### src/rtl/uart_stream_ctrl_if.sv
// Purpose: UART-side bundle between uart_stream_ctrl and the uart_rx/uart_tx pair.
// Ports  : rx_data/rx_valid/rx_break/rx_en on the receive side,
//          tx_data/tx_en/tx_busy on the transmit side; master = controller.
interface uart_stream_ctrl_if #(
  parameter int WIDTH = 8
) ();
  logic [WIDTH-1:0] rx_data;
  logic             rx_valid;
  logic             rx_break;
  logic             rx_en;
  logic [WIDTH-1:0] tx_data;
  logic             tx_en;
  logic             tx_busy;

  modport master (
    input  rx_data, rx_valid, rx_break, tx_busy,
    output rx_en, tx_data, tx_en
  );

  modport slave (
    output rx_data, rx_valid, rx_break, tx_busy,
    input  rx_en, tx_data, tx_en
  );
endinterface

### src/rtl/uart_stream_ctrl.sv
// Purpose: buffers uart_rx words in a FIFO and feeds uart_tx one word at a time
//          (echo / line / drop modes), with BREAK flush and overflow reporting.
// Ports  : i_clk, i_rst (sync, active high), i_mode, i_clr_ovf, io_uart (master),
//          o_level, o_empty, o_full, o_overflow. rx_valid->tx_en latency is 2 cycles.
module uart_stream_ctrl #(
  parameter int               WIDTH          = 8,
  parameter int               DEPTH          = 16,
  parameter int               RX_STOP_MARGIN = 2,
  parameter logic [WIDTH-1:0] TERM_CHAR      = WIDTH'(8'h0D),
  parameter int               TX_ACK_TIMEOUT = 4
) (
  input  logic                   i_clk,
  input  logic                   i_rst,
  input  logic [1:0]             i_mode,
  input  logic                   i_clr_ovf,
  uart_stream_ctrl_if.master     io_uart,
  output logic [$clog2(DEPTH):0] o_level,
  output logic                   o_empty,
  output logic                   o_full,
  output logic                   o_overflow
);
  localparam int AW = $clog2(DEPTH);
  localparam int LW = AW + 1;
  localparam int TW = $clog2(TX_ACK_TIMEOUT) + 1;
  localparam logic [LW-1:0] DEPTH_L  = LW'(DEPTH);
  localparam logic [LW-1:0] STOP_L   = LW'(DEPTH - RX_STOP_MARGIN);
  localparam logic [TW-1:0] TMO_LAST = TW'(TX_ACK_TIMEOUT - 1);

  typedef enum logic [1:0] {S_IDLE, S_LAUNCH, S_WAIT_HI, S_WAIT_LO} state_t;
  state_t r_state, w_state_next;

  logic [WIDTH-1:0] r_mem [DEPTH];
  logic [AW-1:0]    r_wr_ptr, r_rd_ptr;
  logic [LW-1:0]    r_level, w_level_next;
  logic [LW-1:0]    r_lines_pending, w_lines_next;
  logic             r_overflow, r_force_drain, r_rx_en;
  logic             r_tx_en, w_tx_en_next;
  logic [WIDTH-1:0] r_tx_data, w_tx_data_next, w_head;
  logic [TW-1:0]    r_timer, w_timer_next;
  logic             w_full, w_empty, w_eligible;
  logic             w_push_req, w_push, w_drop, w_pop, w_push_term, w_pop_term;

  assign w_full  = (r_level == DEPTH_L);
  assign w_empty = (r_level == '0);
  assign w_head  = r_mem[r_rd_ptr];

  // Line mode holds words until a full line is queued, unless the FIFO filled
  // up without a terminator (force_drain), which would otherwise deadlock.
  always_comb begin
    w_eligible = !w_empty;
    if (i_mode == 2'd1) begin
      w_eligible = !w_empty && ((r_lines_pending != '0) || r_force_drain);
    end
  end

  // No launch in a BREAK cycle: the queued words are being discarded.
  assign w_pop       = (r_state == S_IDLE) && w_eligible && !io_uart.rx_break;
  assign w_push_req  = io_uart.rx_valid && (i_mode != 2'd2);
  // A simultaneous pop frees a slot, so a full FIFO still accepts the word.
  assign w_push      = w_push_req && !io_uart.rx_break && (!w_full || w_pop);
  assign w_drop      = w_push_req && !io_uart.rx_break && w_full && !w_pop;
  assign w_push_term = w_push && (io_uart.rx_data == TERM_CHAR);
  assign w_pop_term  = w_pop && (w_head == TERM_CHAR);

  always_comb begin
    w_level_next = r_level;
    w_lines_next = r_lines_pending;
    if (io_uart.rx_break) begin
      w_level_next = '0;
      w_lines_next = '0;
    end else begin
      w_level_next = r_level + LW'(w_push) - LW'(w_pop);
      w_lines_next = r_lines_pending + LW'(w_push_term) - LW'(w_pop_term);
    end
  end

  // TX handshake: next state and registered launch outputs.
  always_comb begin
    w_state_next   = r_state;
    w_tx_en_next   = 1'b0;
    w_tx_data_next = r_tx_data;
    w_timer_next   = r_timer;
    case (r_state)
      S_IDLE: begin
        if (w_pop) begin
          w_tx_en_next   = 1'b1;
          w_tx_data_next = w_head;
          w_state_next   = S_LAUNCH;
        end
      end
      S_LAUNCH: begin
        w_timer_next = '0;
        w_state_next = S_WAIT_HI;
      end
      S_WAIT_HI: begin
        // A uart_tx that never acknowledges must not stall the stream.
        if (io_uart.tx_busy) begin
          w_state_next = S_WAIT_LO;
        end else if (r_timer == TMO_LAST) begin
          w_state_next = S_IDLE;
        end else begin
          w_timer_next = r_timer + TW'(1);
        end
      end
      S_WAIT_LO: begin
        if (!io_uart.tx_busy) begin
          w_state_next = S_IDLE;
        end
      end
      default: w_state_next = S_IDLE;
    endcase
  end

  always_ff @(posedge i_clk) begin
    if (i_rst) begin
      r_state   <= S_IDLE;
      r_tx_en   <= 1'b0;
      r_tx_data <= '0;
      r_timer   <= '0;
    end else begin
      r_state   <= w_state_next;
      r_tx_en   <= w_tx_en_next;
      r_tx_data <= w_tx_data_next;
      r_timer   <= w_timer_next;
    end
  end

  always_ff @(posedge i_clk) begin
    if (w_push) begin
      r_mem[r_wr_ptr] <= io_uart.rx_data;
    end
  end

  always_ff @(posedge i_clk) begin
    if (i_rst) begin
      r_wr_ptr        <= '0;
      r_rd_ptr        <= '0;
      r_level         <= '0;
      r_lines_pending <= '0;
      r_force_drain   <= 1'b0;
      r_overflow      <= 1'b0;
      r_rx_en         <= 1'b1;
    end else begin
      if (io_uart.rx_break) begin
        r_wr_ptr <= '0;
        r_rd_ptr <= '0;
      end else begin
        if (w_push) r_wr_ptr <= r_wr_ptr + AW'(1);
        if (w_pop)  r_rd_ptr <= r_rd_ptr + AW'(1);
      end
      r_level         <= w_level_next;
      r_lines_pending <= w_lines_next;
      if (io_uart.rx_break) begin
        r_force_drain <= 1'b0;
      end else if ((i_mode == 2'd1) && w_full && (r_lines_pending == '0)) begin
        r_force_drain <= 1'b1;
      end else if (w_empty) begin
        r_force_drain <= 1'b0;
      end
      // Set has priority over clear so a coincident drop is never lost.
      if (w_drop) begin
        r_overflow <= 1'b1;
      end else if (i_clr_ovf) begin
        r_overflow <= 1'b0;
      end
      r_rx_en <= (w_level_next < STOP_L);
    end
  end

  assign io_uart.rx_en   = r_rx_en;
  assign io_uart.tx_en   = r_tx_en;
  assign io_uart.tx_data = r_tx_data;
  assign o_level         = r_level;
  assign o_empty         = w_empty;
  assign o_full          = w_full;
  assign o_overflow      = r_overflow;
endmodule

### src/flat_wrapper.sv
// flat-port wrapper written by rule: the top's interface ports become plain ports
module uart_stream_ctrl_flat 
#(
  parameter int               WIDTH          = 8,
  parameter int               DEPTH          = 16,
  parameter int               RX_STOP_MARGIN = 2,
  parameter logic [WIDTH-1:0] TERM_CHAR      = WIDTH'(8'h0D),
  parameter int               TX_ACK_TIMEOUT = 4
)
  (i_clk, i_rst, i_mode, i_clr_ovf, o_level, o_empty, o_full, o_overflow, io_uart_rx_data, io_uart_rx_valid, io_uart_rx_break, io_uart_tx_busy, io_uart_rx_en, io_uart_tx_data, io_uart_tx_en);
  uart_stream_ctrl_if #(.WIDTH(WIDTH)) io_uart_i ();
  input  logic i_clk;
  input  logic i_rst;
  input  logic [1:0] i_mode;
  input  logic i_clr_ovf;
  output logic [$clog2(DEPTH):0] o_level;
  output logic o_empty;
  output logic o_full;
  output logic o_overflow;
  input wire logic [$bits(io_uart_i.rx_data)-1:0] io_uart_rx_data;
  input wire logic [$bits(io_uart_i.rx_valid)-1:0] io_uart_rx_valid;
  input wire logic [$bits(io_uart_i.rx_break)-1:0] io_uart_rx_break;
  input wire logic [$bits(io_uart_i.tx_busy)-1:0] io_uart_tx_busy;
  output wire logic [$bits(io_uart_i.rx_en)-1:0] io_uart_rx_en;
  output wire logic [$bits(io_uart_i.tx_data)-1:0] io_uart_tx_data;
  output wire logic [$bits(io_uart_i.tx_en)-1:0] io_uart_tx_en;
  assign io_uart_i.rx_data = io_uart_rx_data;
  assign io_uart_i.rx_valid = io_uart_rx_valid;
  assign io_uart_i.rx_break = io_uart_rx_break;
  assign io_uart_i.tx_busy = io_uart_tx_busy;
  assign io_uart_rx_en = io_uart_i.rx_en;
  assign io_uart_tx_data = io_uart_i.tx_data;
  assign io_uart_tx_en = io_uart_i.tx_en;
  uart_stream_ctrl #(.WIDTH(WIDTH), .DEPTH(DEPTH), .RX_STOP_MARGIN(RX_STOP_MARGIN), .TERM_CHAR(TERM_CHAR), .TX_ACK_TIMEOUT(TX_ACK_TIMEOUT)) u_core (.i_clk(i_clk), .i_rst(i_rst), .i_mode(i_mode), .i_clr_ovf(i_clr_ovf), .io_uart(io_uart_i), .o_level(o_level), .o_empty(o_empty), .o_full(o_full), .o_overflow(o_overflow));
endmodule
### config.mk
export PLATFORM = sky130hd
export DESIGN_NAME = uart_stream_ctrl_flat
export DESIGN_NICKNAME = d
export VERILOG_FILES = /design/src/rtl/uart_stream_ctrl_if.sv /design/src/rtl/uart_stream_ctrl.sv /design/src/flat_wrapper.sv
export SDC_FILE = /design/constraint.sdc
export NUM_CORES = 1
export LEC_CHECK = 0
export CORE_UTILIZATION = 50
export CTS_CLUSTER_DIAMETER = 120
export DETAILED_ROUTE_END_ITERATION = 8
export GPL_TIMING_DRIVEN = 0
export PLACE_DENSITY = 0.68
export SYNTH_ARGS = -nofsm -noshare
export SYNTH_HDL_FRONTEND = slang
export SYNTH_SLANG_ARGS = --single-unit
### constraint.sdc
create_clock -name i_clk -period 4.4 [get_ports i_clk]
set_input_delay 0.88 -clock i_clk [delete_from_list [all_inputs] [get_ports i_clk]]
set_output_delay 0.88 -clock i_clk [all_outputs]
set_load 0.1 [all_outputs]
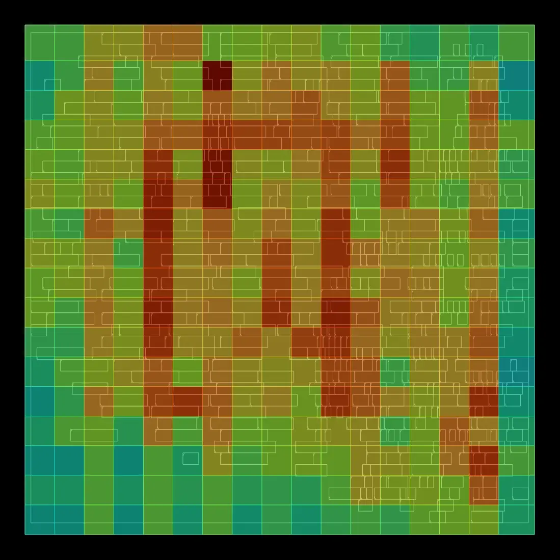
congestion_map.png
met3 Track Usage GR: 4.633%
end-of-flow core utilization: 59.86%

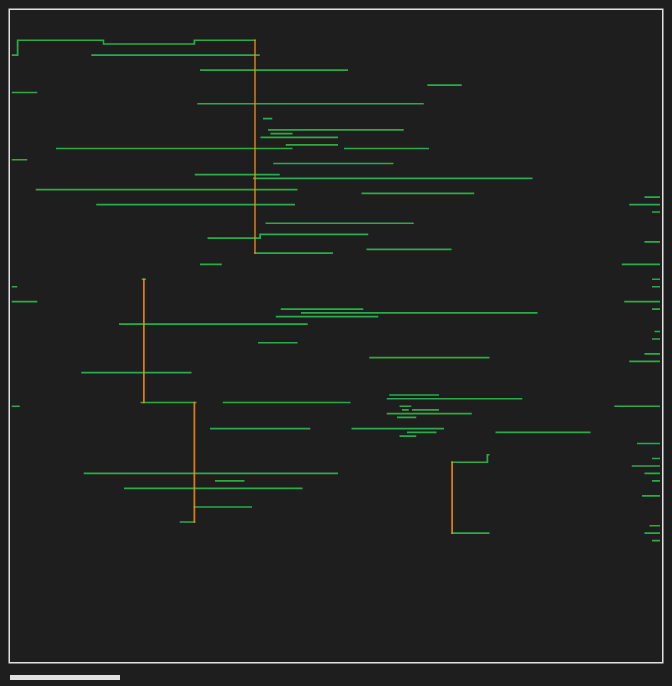
layers.png
Bar = 20 um. Two of the layers only.
Green stands for M3, wire length 1040 um. Orange stands for M4, wire length 95.9 um.
combined global-route utilization of all metal layers: 21.02%
total number of vias: 3722
routed wirelength normalized by instance count: 19.92 um

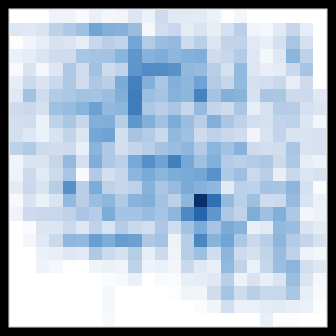
route_heat.png
The die is cut into 24 by 24 equal tiles; white is low, dark blue is high, scaled to the fullest tile. Values are wire area over tile area, all layers added.
The fullest tile reaches 0.63. The emptiest ninth of the die: lower left. The mean over all tiles is 0.15. 14% of the tiles are nearly empty.

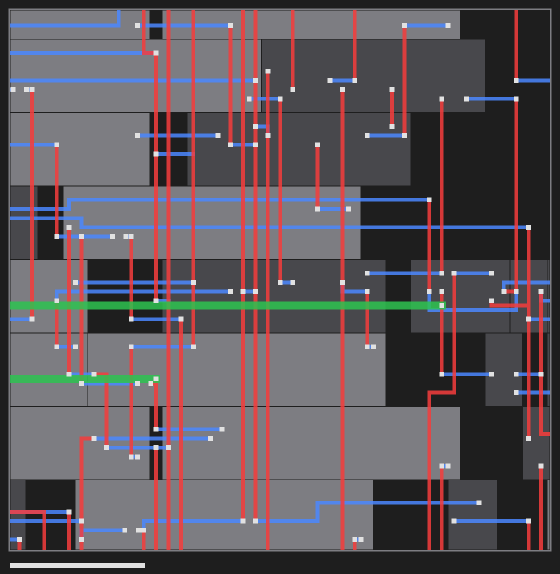
closeup.png
Bar = 5 um. Window x 79 to 99, y 79 to 99 um. Cells in gray, sequential cells in the stronger gray; small squares are vias.
Green stands for M3. Red stands for M2. Blue stands for M1.
13 logic cells have their middle in the window. Netlist names of flops here include `u_core.r_mem` (5). Most frequent: edfxtp_1 (5), mux4_2 (3), nand2_1 (3). Sequential cells in the window: 5.

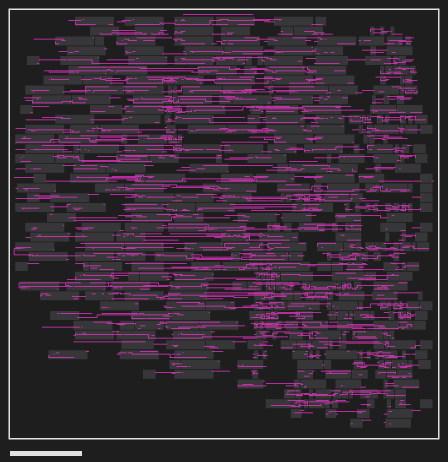
m1.png
Bar = 20 um.
The layer carries 5390 um of wire. The layer holds 40% of the routed length.
aggregate routed wire length: 13360 um
met1 track utilization from global routing: 27.73%

==> ci_impl_report.md <==
## PnR job results

| Metric | Value |
|---|---|
| Outcome | `completed` |
| Ao+oa area frac | `3.306%` |
| Levels on crit path | `14` |
| Highest layer used for signal routing | `met4` |
| Global-route wire length before repair | `21090 um` |
| Vias in the first global route | `3721` |
| Longest individual stage delay on the worst path | `0.50 ns` |
| Hold path depth | `2` |
| Endpoint of the worst setup timing path | `u_core.r_lines_pending[4]` |
| Max FFs per register | `128` |
| Via density per instance | `5.547` |
| Power of the combinational group | `1.09 mW` |
| Layout clock buffers | `18` |
| Hold Startpoint | `u_core.io_uart.tx_data[4]` |
| Non-clock buffers, area share | `5.319%` |
| Initial antenna violation count | `0` |
| WS Path Type | `in2reg` |
| Cts repair resizes | `0` |
| Number of flops mapped to enable cells by yosys | `128` |
| Sequential area share after synthesis | `67.88%` |
| CP top delay family | `simple AND/OR/NAND/NOR gates` |
| Achievable frequency | `253.7 MHz` |
| Cell group occupying the most layout area | `registers` |
| Cells along the critical path | `clkdlybuf4s50_1 -> or4b_4 -> o311ai_4 -> or2_2 -> nor2_1 -> and4b_1 -> ha_1 -> inv_1 -> ha_1 -> fa_1 -> a21oi_1 -> nor2_1 -> or3_1 -> a21oi_1` |
| Unrepaired setup endpoints after global routing | `false` |
| Most Used Layer, Global Route | `met2` |
| Die height | `118.7 um` |
| Post-synthesis adder-cell area fraction | `4.077%` |
| TritonCTS buffer count | `17` |
| TritonCTS Sinks | `167` |
| Flop count | `167` |
| Initial detailed-routing violation count | `344` |
| Worst rel slew slack | `20.01%` |
| Cell internal pwr | `2.863 mW` |
| Power dissipated in sequential cells | `1.79 mW` |
| Worst clock skew on the final layout | `0.007169 ns` |
| Top cells excl fill/tap | `edfxtp_1 (128), dfxtp_1 (39), nor2_1 (37), mux4_2 (36), clkdlybuf4s50_1 (31)` |
| Power density over the cells | `535.0 nW/um2` |
| Cell at the slowest stage of the critical path | `or4b_4` |
| Number of buffers on the longest clock path | `2` |
| Chip area | `14100 um2` |
| Most area-consuming cells after synthesis | `edfxtp_1 (56%), mux4_2 (12%), dfxtp_1 (11%), ha_1 (3.5%), nor2_1 (2.0%)` |
| Sequential fraction of design power | `42.2%` |
| Flop share of the area | `58.33%` |
| Yosys cell count | `430` |
| Width of the die | `118.7 um` |
| Final #Nets | `519` |
| Number of distinct library cells after synthesis | `46` |
| Comb. cell area | `2028 um2` |
| Total cell area reported by yosys after synthesis | `6813 um2` |
| Biggest fanout along the worst timing path | `6` |
| Sequential Area | `4624 um2` |
| Capture instance of the worst register-to-register path | `u_core.r_lines_pending[4]` |
| Start point of the critical path | `i_mode[0]` |
| Max-slew violation count | `0` |
| Crit path time final | `3.942 ns` |
| Endpoint arrival time on the critical path | `4.29 ns` |
| Hold buffer count at cts | `0` |
| Setup violators final | `0` |
| Ports placed on the boundary | `34` |
| Synth area leader | `edfxtp_1` |
| Drc violations | `0` |
| Combined buffer and inverter count along the critical path | `2` |
| Sum of met3 wire segment lengths after detailed routing | `1043 um` |
| Post-synth design cell area | `6813 um2` |
| Number of logic inverters in the finished layout | `24` |
| Final setup TNS | `0 ns` |
| Largest register by flop count | `u_core.r_mem` |
| Placeable core area | `13240 um2` |
| Power of the clock network | `1.36 mW` |
| Switching Share | `32.49%` |
| Proportion of synthesized area in mux cells | `12.78%` |
| Switching power summed over all nets | `1.378 mW` |
| Synthesized registers | `167` |
| N_diodes | `0` |
| H-tree lvl count | `4` |
| Worst-Margin Slew | `1.195 ns` |
| Placed wire-length estimate | `8888 um` |
| Leading cell type in the layout, fill and taps excluded | `edfxtp_1` |
| Clock share of power | `32.0%` |
| Clock tree root buffer cell | `clkbuf_16` |
| Residual overflow from global routing | `0` |
| Highest ir drop seen on vdd | `345.6 uV` |
| Data required time at the worst endpoint | `4.75 ns` |
| Combinational gate count | `221` |
| Clock transition at the register clock pins on the worst setup and hold paths after CTS | `0.06 ns` |
| Maximum number of pins on one net before global-route repair | `18` |
| Latency at later pin | `0.42 ns` |
| Internal reg-to-reg setup slack | `0.49 ns` |
| Signed area change from the synthesized netlist to the final layout | `16.36%` |
| Comb/total area | `25.58%` |
[per-stage QoR]
stage          worst slack (ns)  instance area [um2]  instances  power [mW]  util, %
2_1_floorplan            0.6294                 6813        430       2.693        -
3_3_place_gp            0.04437                 7343        637       2.918    55.45
3_5_place_dp            0.03071                 7382        639       2.928    55.74
4_1_cts                  0.2108                 7925        671       4.280    59.85
5_1_grt                  0.2045                 7928        671       4.422    59.86
6_report                 0.4576                 7928        671       4.241    59.86
[cell usage after synthesis (all sizes together) (3+ instances only)]
master and count:
nor2 37, xnor2 7, ha 19, and2 3, o21ai 3, xor2 3
inv 23, dfxtp 39, a21oi 18, clkbuf 8, edfxtp 128, nand2b 5
buf 10, nor2b 5, mux4 36, nor3 12, nand2 30, or3 4
mux2i 6, nand3 6
No activity file was given, so power comes from the tool's default toggle rates.
